<file path="src/rtl/core_lsu.sv">
// -----------------------------------------------------------------------------
// core_lsu : load/store unit between the MEM stage and an XLEN-wide data bus.
//
// Accepts one access request at a time, aligns it onto the bus (byte enables
// plus lane-shifted store data), waits for bus_ack with an optional timeout and
// returns lane-extracted, sign/zero-extended load data or an error code.
//
// Ports
//   clk          : clock, rising edge
//   rst          : asynchronous active-low reset
//   req_valid    : access request strobe (held by requester until req_ready)
//   req_ready    : LSU idle and able to accept a request
//   req_wr       : 1 = store, 0 = load
//   req_size     : 00 byte, 01 half, 10 word, 11 double (XLEN=64 only)
//   req_sign_ext : loads sign-extend when 1, zero-extend when 0
//   req_addr     : byte address
//   req_wdata    : right-justified store data
//   bus_addr     : bus-word aligned address
//   bus_rd_en    : bus read strobe
//   bus_wr_en    : bus write strobe
//   bus_be       : byte enables
//   bus_wdata    : lane-shifted store data
//   bus_rdata    : read data, valid with bus_ack
//   bus_ack      : bus access complete
//   rsp_valid    : one-cycle response pulse
//   rsp_rdata    : extended load data (0 for stores and errors)
//   rsp_err      : 00 ok, 01 misaligned/illegal size, 10 timeout
// -----------------------------------------------------------------------------
module core_lsu #(
    parameter int XLEN    = 32,
    parameter int ADDR_W  = 32,
    parameter int TIMEOUT = 15
) (
    input  logic              clk,
    input  logic              rst,
    input  logic              req_valid,
    output logic              req_ready,
    input  logic              req_wr,
    input  logic [1:0]        req_size,
    input  logic              req_sign_ext,
    input  logic [ADDR_W-1:0] req_addr,
    input  logic [XLEN-1:0]   req_wdata,
    output logic [ADDR_W-1:0] bus_addr,
    output logic              bus_rd_en,
    output logic              bus_wr_en,
    output logic [XLEN/8-1:0] bus_be,
    output logic [XLEN-1:0]   bus_wdata,
    input  logic [XLEN-1:0]   bus_rdata,
    input  logic              bus_ack,
    output logic              rsp_valid,
    output logic [XLEN-1:0]   rsp_rdata,
    output logic [1:0]        rsp_err
);

    localparam int BE_W  = XLEN / 8;
    localparam int OFF_W = $clog2(BE_W);
    // Counter only has to reach TIMEOUT-1 before the FSM leaves BUS.
    localparam int CNT_W = (TIMEOUT < 2) ? 1 : $clog2(TIMEOUT);

    localparam logic [1:0] ERR_OK      = 2'b00;
    localparam logic [1:0] ERR_ALIGN   = 2'b01;
    localparam logic [1:0] ERR_TIMEOUT = 2'b10;

    typedef enum logic [1:0] {
        ST_IDLE = 2'b00,
        ST_BUS  = 2'b01,
        ST_RESP = 2'b10
    } state_e;

    // -------------------------------------------------------------------------
    // Helper functions
    // -------------------------------------------------------------------------

    // Byte-enable pattern of an access of the given size at lane offset 0.
    function automatic logic [BE_W-1:0] size_be(input logic [1:0] size);
        logic [BE_W-1:0] be;
        be = '0;
        case (size)
            2'b00:   be[0]   = 1'b1;
            2'b01:   be[1:0] = 2'b11;
            2'b10:   be[3:0] = 4'b1111;
            2'b11:   be      = '1;
            default: be      = '0;
        endcase
        return be;
    endfunction

    // Bit mask covering the low 8/16/32/64 data bits of an access.
    function automatic logic [XLEN-1:0] size_mask(input logic [1:0] size);
        logic [XLEN-1:0] m;
        m = '0;
        case (size)
            2'b00:   m[7:0]  = 8'hFF;
            2'b01:   m[15:0] = 16'hFFFF;
            2'b10:   m[31:0] = 32'hFFFF_FFFF;
            2'b11:   m       = '1;
            default: m       = '0;
        endcase
        return m;
    endfunction

    // Natural alignment check on the low address bits.
    function automatic logic is_misaligned(input logic [1:0] size, input logic [2:0] a);
        logic bad;
        case (size)
            2'b00:   bad = 1'b0;
            2'b01:   bad = a[0];
            2'b10:   bad = (a[1:0] != 2'b00);
            2'b11:   bad = (a != 3'b000);
            default: bad = 1'b1;
        endcase
        return bad;
    endfunction

    // Sign- or zero-extend a right-justified load value from its access width.
    function automatic logic [XLEN-1:0] extend_load(input logic [XLEN-1:0] raw,
                                                    input logic [1:0]      size,
                                                    input logic            sext);
        logic [XLEN-1:0] res;
        int              w;
        w = 8 << size;
        if (w > XLEN) begin
            w = XLEN;
        end else begin
            w = w;
        end
        res = raw;
        for (int i = 0; i < XLEN; i++) begin
            if (i >= w) begin
                res[i] = sext & raw[w-1];
            end else begin
                res[i] = raw[i];
            end
        end
        return res;
    endfunction

    // -------------------------------------------------------------------------
    // State
    // -------------------------------------------------------------------------
    state_e            state_q,     state_d;
    logic [CNT_W-1:0]  cnt_q,       cnt_d;
    logic [ADDR_W-1:0] bus_addr_q,  bus_addr_d;
    logic              bus_rd_en_q, bus_rd_en_d;
    logic              bus_wr_en_q, bus_wr_en_d;
    logic [BE_W-1:0]   bus_be_q,    bus_be_d;
    logic [XLEN-1:0]   bus_wdata_q, bus_wdata_d;
    logic [OFF_W-1:0]  off_q,       off_d;
    logic [1:0]        size_q,      size_d;
    logic              sext_q,      sext_d;
    logic              rsp_valid_q, rsp_valid_d;
    logic [XLEN-1:0]   rsp_rdata_q, rsp_rdata_d;
    logic [1:0]        rsp_err_q,   rsp_err_d;

    logic              req_bad_s;
    logic              timeout_hit_s;
    logic [OFF_W-1:0]  req_off_s;
    logic [XLEN-1:0]   rdata_shift_s;

    // Request decode, timeout detection and load-lane extraction.
    always_comb begin
        req_off_s     = req_addr[OFF_W-1:0];
        req_bad_s     = is_misaligned(req_size, req_addr[2:0]) ||
                        ((req_size == 2'b11) && (XLEN == 32));
        timeout_hit_s = (TIMEOUT > 0) && (cnt_q == CNT_W'(TIMEOUT - 1));
        rdata_shift_s = bus_rdata >> {off_q, 3'b000};
    end

    // Next-state and next-output logic of the IDLE/BUS/RESP sequencer.
    always_comb begin
        state_d     = state_q;
        cnt_d       = cnt_q;
        bus_addr_d  = bus_addr_q;
        bus_rd_en_d = bus_rd_en_q;
        bus_wr_en_d = bus_wr_en_q;
        bus_be_d    = bus_be_q;
        bus_wdata_d = bus_wdata_q;
        off_d       = off_q;
        size_d      = size_q;
        sext_d      = sext_q;
        rsp_valid_d = 1'b0;
        rsp_rdata_d = rsp_rdata_q;
        rsp_err_d   = rsp_err_q;

        case (state_q)
            ST_IDLE: begin
                if (req_valid) begin
                    off_d  = req_off_s;
                    size_d = req_size;
                    sext_d = req_sign_ext;
                    if (req_bad_s) begin
                        // Rejected without touching the bus.
                        state_d     = ST_RESP;
                        rsp_valid_d = 1'b1;
                        rsp_err_d   = ERR_ALIGN;
                        rsp_rdata_d = '0;
                    end else begin
                        state_d     = ST_BUS;
                        cnt_d       = '0;
                        bus_addr_d  = {req_addr[ADDR_W-1:OFF_W], {OFF_W{1'b0}}};
                        bus_be_d    = size_be(req_size) << req_off_s;
                        bus_wdata_d = (req_wdata & size_mask(req_size)) << {req_off_s, 3'b000};
                        bus_wr_en_d = req_wr;
                        bus_rd_en_d = ~req_wr;
                    end
                end else begin
                    state_d = ST_IDLE;
                end
            end

            ST_BUS: begin
                cnt_d = cnt_q + CNT_W'(1);
                // Ack has priority over a timeout in the same cycle.
                if (bus_ack || timeout_hit_s) begin
                    state_d     = ST_RESP;
                    rsp_valid_d = 1'b1;
                    bus_rd_en_d = 1'b0;
                    bus_wr_en_d = 1'b0;
                    bus_addr_d  = '0;
                    bus_be_d    = '0;
                    bus_wdata_d = '0;
                    if (bus_ack) begin
                        rsp_err_d   = ERR_OK;
                        rsp_rdata_d = bus_rd_en_q ? extend_load(rdata_shift_s & size_mask(size_q),
                                                                size_q, sext_q)
                                                  : '0;
                    end else begin
                        rsp_err_d   = ERR_TIMEOUT;
                        rsp_rdata_d = '0;
                    end
                end else begin
                    state_d = ST_BUS;
                end
            end

            ST_RESP: begin
                state_d = ST_IDLE;
            end

            default: begin
                state_d     = ST_IDLE;
                bus_rd_en_d = 1'b0;
                bus_wr_en_d = 1'b0;
            end
        endcase
    end

    // State and output registers with asynchronous active-low reset.
    always_ff @(posedge clk or negedge rst) begin
        if (!rst) begin
            state_q     <= ST_IDLE;
            cnt_q       <= '0;
            bus_addr_q  <= '0;
            bus_rd_en_q <= 1'b0;
            bus_wr_en_q <= 1'b0;
            bus_be_q    <= '0;
            bus_wdata_q <= '0;
            off_q       <= '0;
            size_q      <= 2'b00;
            sext_q      <= 1'b0;
            rsp_valid_q <= 1'b0;
            rsp_rdata_q <= '0;
            rsp_err_q   <= 2'b00;
        end else begin
            state_q     <= state_d;
            cnt_q       <= cnt_d;
            bus_addr_q  <= bus_addr_d;
            bus_rd_en_q <= bus_rd_en_d;
            bus_wr_en_q <= bus_wr_en_d;
            bus_be_q    <= bus_be_d;
            bus_wdata_q <= bus_wdata_d;
            off_q       <= off_d;
            size_q      <= size_d;
            sext_q      <= sext_d;
            rsp_valid_q <= rsp_valid_d;
            rsp_rdata_q <= rsp_rdata_d;
            rsp_err_q   <= rsp_err_d;
        end
    end

    assign req_ready = (state_q == ST_IDLE);
    assign bus_addr  = bus_addr_q;
    assign bus_rd_en = bus_rd_en_q;
    assign bus_wr_en = bus_wr_en_q;
    assign bus_be    = bus_be_q;
    assign bus_wdata = bus_wdata_q;
    assign rsp_valid = rsp_valid_q;
    assign rsp_rdata = rsp_rdata_q;
    assign rsp_err   = rsp_err_q;

endmodule

</file>
<file path="config.mk">
export PLATFORM = sky130hd
export DESIGN_NAME = core_lsu
export DESIGN_NICKNAME = d
export VERILOG_FILES = /design/src/rtl/core_lsu.sv
export SDC_FILE = /design/constraint.sdc
export NUM_CORES = 1
export LEC_CHECK = 0
export ABC_AREA = 1
export CAP_MARGIN = 10
export CELL_PAD_IN_SITES_DETAIL_PLACEMENT = 0
export CELL_PAD_IN_SITES_GLOBAL_PLACEMENT = 1
export CORE_MARGIN = 1
export CORE_UTILIZATION = 35
export CTS_BUF_LIST = sky130_fd_sc_hd__clkbuf_2
export CTS_CLUSTER_SIZE = 25
export DETAILED_ROUTE_END_ITERATION = 16
export PLACE_DENSITY_LB_ADDON = 0.3
export RECOVER_POWER = 50
export SYNTH_ARGS = -nofsm -noshare
export SYNTH_HDL_FRONTEND = slang
export SYNTH_SLANG_ARGS = --single-unit
</file>
<file path="constraint.sdc">
create_clock -name clk -period 3.6 [get_ports clk]
set_input_delay 0.72 -clock clk [delete_from_list [all_inputs] [get_ports clk]]
set_output_delay 0.72 -clock clk [all_outputs]
set_load 0.05 [all_outputs]
</file>
**Run 1: track usage over the die**

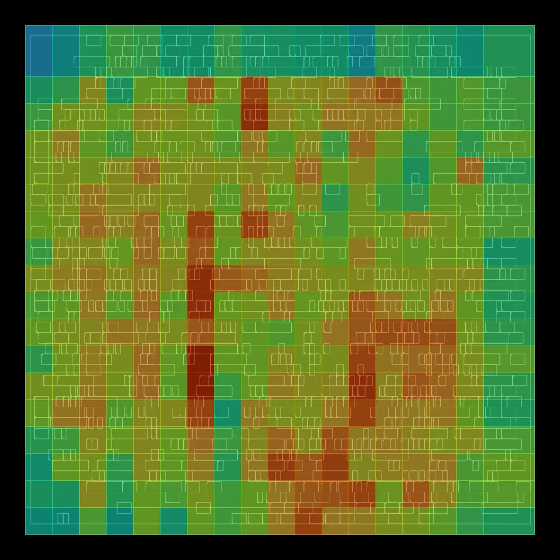
layer with the highest usage after global routing: met2
drt wl/cell: 14.4 um

**Run 1: register map, names as in the netlist**

Scale: 4 px per um. Other sequential cells in the stronger grey, the rest of the logic in the fainter grey.
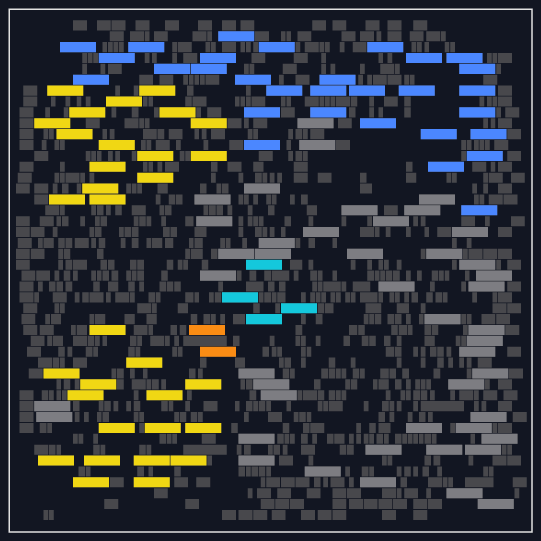
| signal | colour | placed flops |
|---|---|---|
| off_q | orange | 2 |
| bus_wdata | yellow | 32 |
| bus_addr | blue | 30 |
| cnt_q | cyan | 4 |
not coloured: 45
fraction of standard cell area that is sequential: 0.345
final cell utilization of the core: 0.512
Flop area: 2830 um2
flip-flop and latch power: 0.00187 W

**Run 1: layout detail**

Region (45, 71) to (85, 111) um. Cells in grey, sequential cells in the stronger grey; small squares are vias.
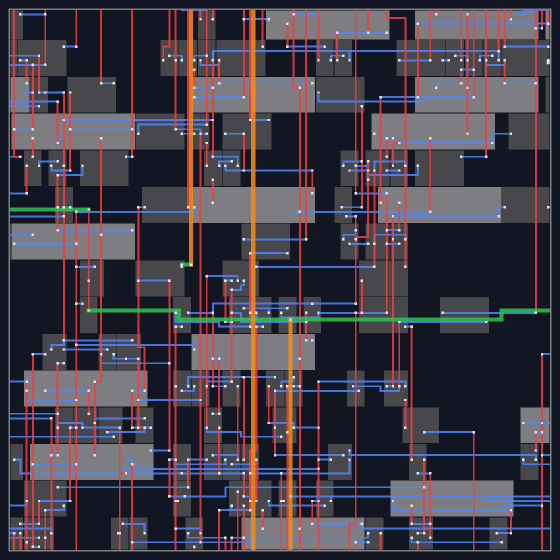
| layer | colour |
|---|---|
| met4 | orange |
| met2 | red |
| met1 | blue |
| met3 | green |
netlist names of flops here include: bus_addr (5), bus_be (2), bus_wdata (2)
cells with their middle in the window: 102
sequential cells in the window: 14
most frequent: nand2_1 (39), clkdlybuf4s50_1 (18), dfrtp_1 (14)

==> run 1: cells by family (layout without fill, tap and decap cells) <==
group | count (synthesis) | in the layout
compound gates | 129 | 129
xor+xnor | 1 | 1
fa+ha+maj | 5 | 5
buf+inv | 87 | 294
flops | 113 | 113
other cells | 1 | 4
simple gates | 446 | 446
==> run 1: final timing paths <==
kind | startpoint | endpoint | slack (ns) | cells past startpoint
max | rsp_valid$_DFF_PN0_ | req_ready | 0.55 | 2
min | bus_addr[26]$_DFFE_PN0P_ | bus_addr[26]$_DFFE_PN0P_ | 0.49 | 2
max reg2reg | rsp_valid$_DFF_PN0_ | bus_addr[24]$_DFFE_PN0P_ | 0.78 | 8
min reg2reg | bus_addr[26]$_DFFE_PN0P_ | bus_addr[26]$_DFFE_PN0P_ | 0.49 | 2
max in group asynchronous | rst | cnt_q[0]$_DFFE_PN0P_ | 0.95 | 3
min in group asynchronous | rst | bus_wdata[24]$_DFFE_PN0P_ | 1.01 | 2
==> run 1: cell usage in the layout, fill, tap and decap left out <==
master / n
nor2_2: 2
clkdlybuf4s50_1: 206
xor2_1: 1
clkbuf_1: 2
clkinv_1: 3
a31oi_1: 6
dlygate4sd3_1: 1
inv_2: 5
nand3_1: 37
clkinvlp_4: 3
clkinv_2: 2
ha_1: 5
o21bai_1: 2
buf_4: 5
nor3_1: 10
dfrtp_1: 113
buf_12: 1
diode_2: 2
conb_1: 2
clkbuf_2: 21
nor2_1: 41
nor2_4: 1
inv_6: 1
o21ai_1: 3
bufinv_16: 3
nand3b_1: 1
o22ai_1: 1
inv_1: 38
nand4_1: 1
o211ai_1: 7
clkinv_4: 3
o21ai_2: 2
o21ai_0: 76
nand2_1: 353
a21oi_1: 32
==> run 1: metrics by stage <==
step           area [um2]  power, W  utilization
2_1_floorplan        5770   0.00398            -
3_3_place_gp         7950   0.00506        0.497
3_5_place_dp         7950   0.00507        0.497
4_1_cts              8220   0.00600        0.514
5_1_grt              8190   0.00628        0.512
6_report             8190   0.00592        0.512
==> run 1: metal layers <==
metal	part of all wire	wire length [um]
met2	0.48	8370
met5	0	0
met3	0.069	1200
met4	0.012	203
met1	0.44	7590
==> run 1: cell type report <==
| cell class | count | area (um2) |
|---|---|---|
| Clock inverter | 14 | 165 |
| Antenna cell | 2 | 5.00 |
| Multi-Input combinational cell | 583 | 2510 |
| Clock buffer | 18 | 90.1 |
| Fill cell | 1641 | 7810 |
| Sequential cell | 113 | 2830 |
| Tap cell | 216 | 270 |
| Inverter | 44 | 165 |
| Timing Repair Buffer | 218 | 2150 |
==> run 1: power by group through the flow <==
stage | Combinational (W) | Sequential (W) | Clock, W
2_1_floorplan | 0.000919 | 0.00306 | 0
5_1_grt | 0.00336 | 0.00193 | 0.000995
6_report | 0.00314 | 0.00187 | 0.000908
3_5_place_dp | 0.00318 | 0.00190 | 0
3_3_place_gp | 0.00315 | 0.00191 | 0
4_1_cts | 0.00318 | 0.00188 | 0.000937
==> run 1: worst min-delay path, delay by kind of cell, from the launching register on <==
family | cells | cell delay, ns
flip-flops | 1 | 0.37
AND/OR/NAND/NOR | 2 | 0.10
==> impl_metrics.json, run 1 <==
{
  "yosys_most_used_dff": "dfrtp_1",
  "crit_path_start_kind": "flip-flop",
  "max_slew_violation_total_from_the_final_report": 29,
  "row_count": 46,
  "max_freq_ghz": 0.328,
  "gr-usage-all-layers": 0.209,
  "final-instance-count-excl-fill": 1208,
  "1st_iter_drt_viols": 343,
  "total_buffers_and_inverters_traversed_by_the_critical_path": 1,
  "post_synthesis_cells": 782,
  "synth_area_um2": 5760,
  "grt_max_degree": 53,
  "cts_tree": "yes",
  "drv.max_cap_violation_count": 1,
  "outcome": "complete, but fails checks",
  "chipWidth_um": 130,
  "wl_mm": 17.4,
  "clock_tree_skew_after_final_layout_ns": 0.0387,
  "placement.setup.worst_slack_ns": 0.917,
  "synth.area.top_cells": "dfrtp_1 (49%), nand2_1 (23%), o21ai_0 (6.5%), nand3_1 (3.2%), a21oi_1 (2.8%)",
  "finalHoldWorstSlack_ns": 0.491,
  "grt_first_pass_wirelength_mm": 26.8,
  "failed_checks": "max-capacitance violations, max-slew violations",
  "gp_congestion": 0.808,
  "syn_to_final_growth_pct": 42.1,
  "layout-drive-gt1-share": 0.0495,
  "timing.final.hold_violations": 0,
  "clk_pin_slew_worst_paths_ns": 0.18,
  "crit_path_top_delay_cell": "clkdlybuf4s50_1",
  "dp.final_hpwl_mm": 12.6,
  "clkPwrFrac": 0.153,
  "pwr_density_cell_nw_per_um2": 723,
  "drtAntennaViolNets": 0,
  "post-route-period-util": 0.847,
  "ys_chip_area_um2": 5760,
  "critPathArrivalTime_ns": 2.33,
  "worst_path_setup_slack_after_routing_ns": 0.550,
  "seq_power_share": 0.316,
  "worst_path_dominant_cell_family": "buffers and inverters",
  "critical_path_s_largest_stage_delay_ns": 0.89
}
**Run 1: signal wires on met2**

Scale: 2 px per um.
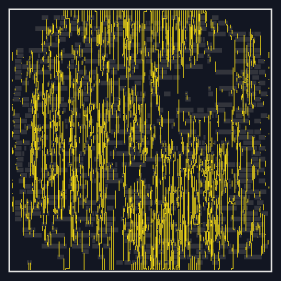

--- run 2 (diff from run 1) ---
- CORE_UTILIZATION: 35 -> 32
- clock period: 3.6 -> 3 ns (I/O delays scaled with it)
**Run 2: signal wires on met2**

Scale: 2 px per um.
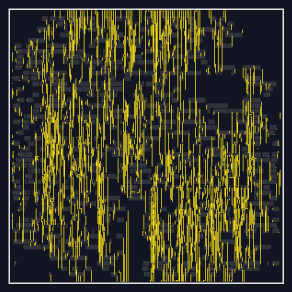
nets with wire on the layer: 837
main direction: vertical
longest straight run: 45.0 um
share of all routed wire: 48%
wire length on this layer: 8,660 um
via count: 5,669
routing usage on met2: 0.324
routed wire length: 17.9 mm

**Run 2: selected gate families**

Scale: 3 px per um.
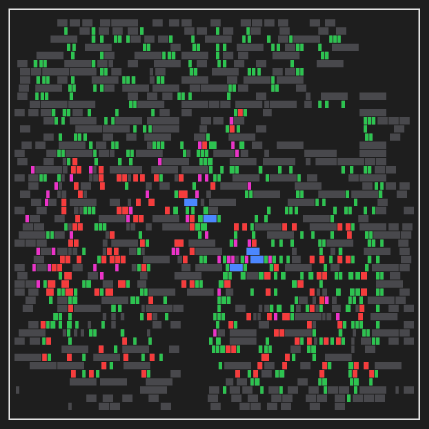
| family | colour | cells |
|---|---|---|
| inverters | magenta | 44 |
| NAND gates | green | 392 |
| adder and majority cells | blue | 5 |
| inverting AOI/OAI gates | red | 129 |
logic share of the area: 0.305
most frequently placed logic cell in the final layout: nand2_1
non-filler cells in the finished layout: 1,217

==> run 2 against run 1 <==
The run still ends with max-capacitance violations, max-slew violations left. Clock-buffer cell count is the same. Critical path depth is the same. Highest routed layer unchanged. Largest cell class unchanged. Hold slack lost 0.11 ns. Cell area grew 0.98%. Non-clock buffer count grew 1. Register-to-register slack lost 0.26 ns. Area after synthesis is the same.
==> impl_metrics.json, run 2 <==
{
  "drtAntennaViolNets": 0,
  "setup.reg_to_reg.worst_slack_ns": 0.52,
  "critPathArrivalTime_ns": 2.16,
  "post_dp_cell_area_um2": 7980,
  "post-route-period-util": 0.921,
  "crit_path_start_kind": "flip-flop",
  "cts_tree": "yes",
  "gr-usage-all-layers": 0.200,
  "detail_route.wl_per_cell_um": 14.7,
  "chipWidth_um": 136,
  "grt_first_pass_wirelength_mm": 28.4,
  "pwr_density_cell_nw_per_um2": 882,
  "clk_pin_slew_worst_paths_ns": 0.23,
  "layout-drive-gt1-share": 0.0535,
  "outcome": "complete, but fails checks",
  "ys_chip_area_um2": 5760,
  "yosys_most_used_dff": "dfrtp_1",
  "gp_congestion": 0.854,
  "timing.final.hold_violations": 0,
  "max_slew_violation_total_from_the_final_report": 35,
  "dp.final_hpwl_mm": 12.9,
  "max_freq_ghz": 0.362,
  "drv.max_cap_violation_count": 1,
  "syn_to_final_growth_pct": 43.5,
  "failed_checks": "max-capacitance violations, max-slew violations",
  "design_area_um2": 8270,
  "clock_tree_skew_after_final_layout_ns": 0.0514
}
## run 2: cell counts after synthesis
No cell type changed its count.
## run 2: layer usage
metal | up-vias | routed length (um) | share of wire | GRT usage
li1 | 2871 | - | - | -
met1 | 2623 | 7840 | 0.44 | 0.251
met2 | 159 | 8650 | 0.48 | 0.324
met3 | 16 | 1120 | 0.062 | 0.0585
met4 | 0 | 271 | 0.015 | 0.0710
met5 | - | 0 | 0 | 0
## run 2: layout make-up
cell class | count | area (um2)
clock inverters | 14 | 201
multi-input cells | 583 | 2520
fillers | 1811 | 9150
inverters | 44 | 165
diodes | 1 | 2.50
flip-flops and latches | 113 | 2830
clock buffers | 18 | 90.1
repair buffers | 219 | 2180
well taps | 225 | 282
## run 2: worst paths after layout
| check | startpoint | endpoint | cells after the start |
|---|---|---|---|
| setup / recovery | rsp_valid$_DFF_PN0_ | req_ready | 2 |
| hold / removal | req_addr[2] | bus_addr[2]$_DFFE_PN0P_ | 3 |
| setup reg to reg | rsp_valid$_DFF_PN0_ | bus_wdata[18]$_DFFE_PN0P_ | 11 |
| hold reg to reg | bus_addr[29]$_DFFE_PN0P_ | bus_addr[29]$_DFFE_PN0P_ | 2 |
| max in group asynchronous | rst | size_q[1]$_DFFE_PN0P_ | 3 |
| min in group asynchronous | rst | rsp_rdata[4]$_DFFE_PN0P_ | 2 |
## run 2: stage by stage
| step | setup slack (ns) | hold slack (ns) | power, W |
|---|---|---|---|
| after CTS | 0.0998 | 0.307 | 0.00739 |
| final | 0.236 | 0.382 | 0.00730 |
| after floorplan | 1.11 | 0.304 | 0.00478 |
| after detailed placement | 0.437 | 0.457 | 0.00613 |
| after global routing | 0.0966 | 0.282 | 0.00774 |
| after global placement | 0.475 | 0.454 | 0.00612 |
## run 2: power by group
| group | leakage, nW | switching [W] | internal, W |
|---|---|---|---|
| clock network | 0.168 | 0.000669 | 0.000566 |
| logic | 2.37 | 0.00260 | 0.00119 |
| registers | 1.49 | 0.000310 | 0.00196 |
## run 2: kinds of logic (layout without fill, tap and decap cells)
group | Yosys count | after routing | synth area share
buf+inv | 87 | 295 | 0.0706
simple gates | 446 | 446 | 0.307
other cells | 1 | 3 | 0.000651
compound gates | 129 | 129 | 0.119
flops | 113 | 113 | 0.491
xor+xnor | 1 | 1 | 0.00152
fa+ha+maj | 5 | 5 | 0.0109
## run 2: repair_timing
item | CTS | global route
endpoints found under the setup margin | 0 | 0
hold buffers | 1 | 0
hold endpoints to repair | 33 | 0
## run 2: critical path, stage by stage (launching register included)
cell             delay (ns)
dfrtp_1                0.47
nor2_4                 0.17
clkdlybuf4s50_1        0.84
Power and IR drop assume default switching activity.
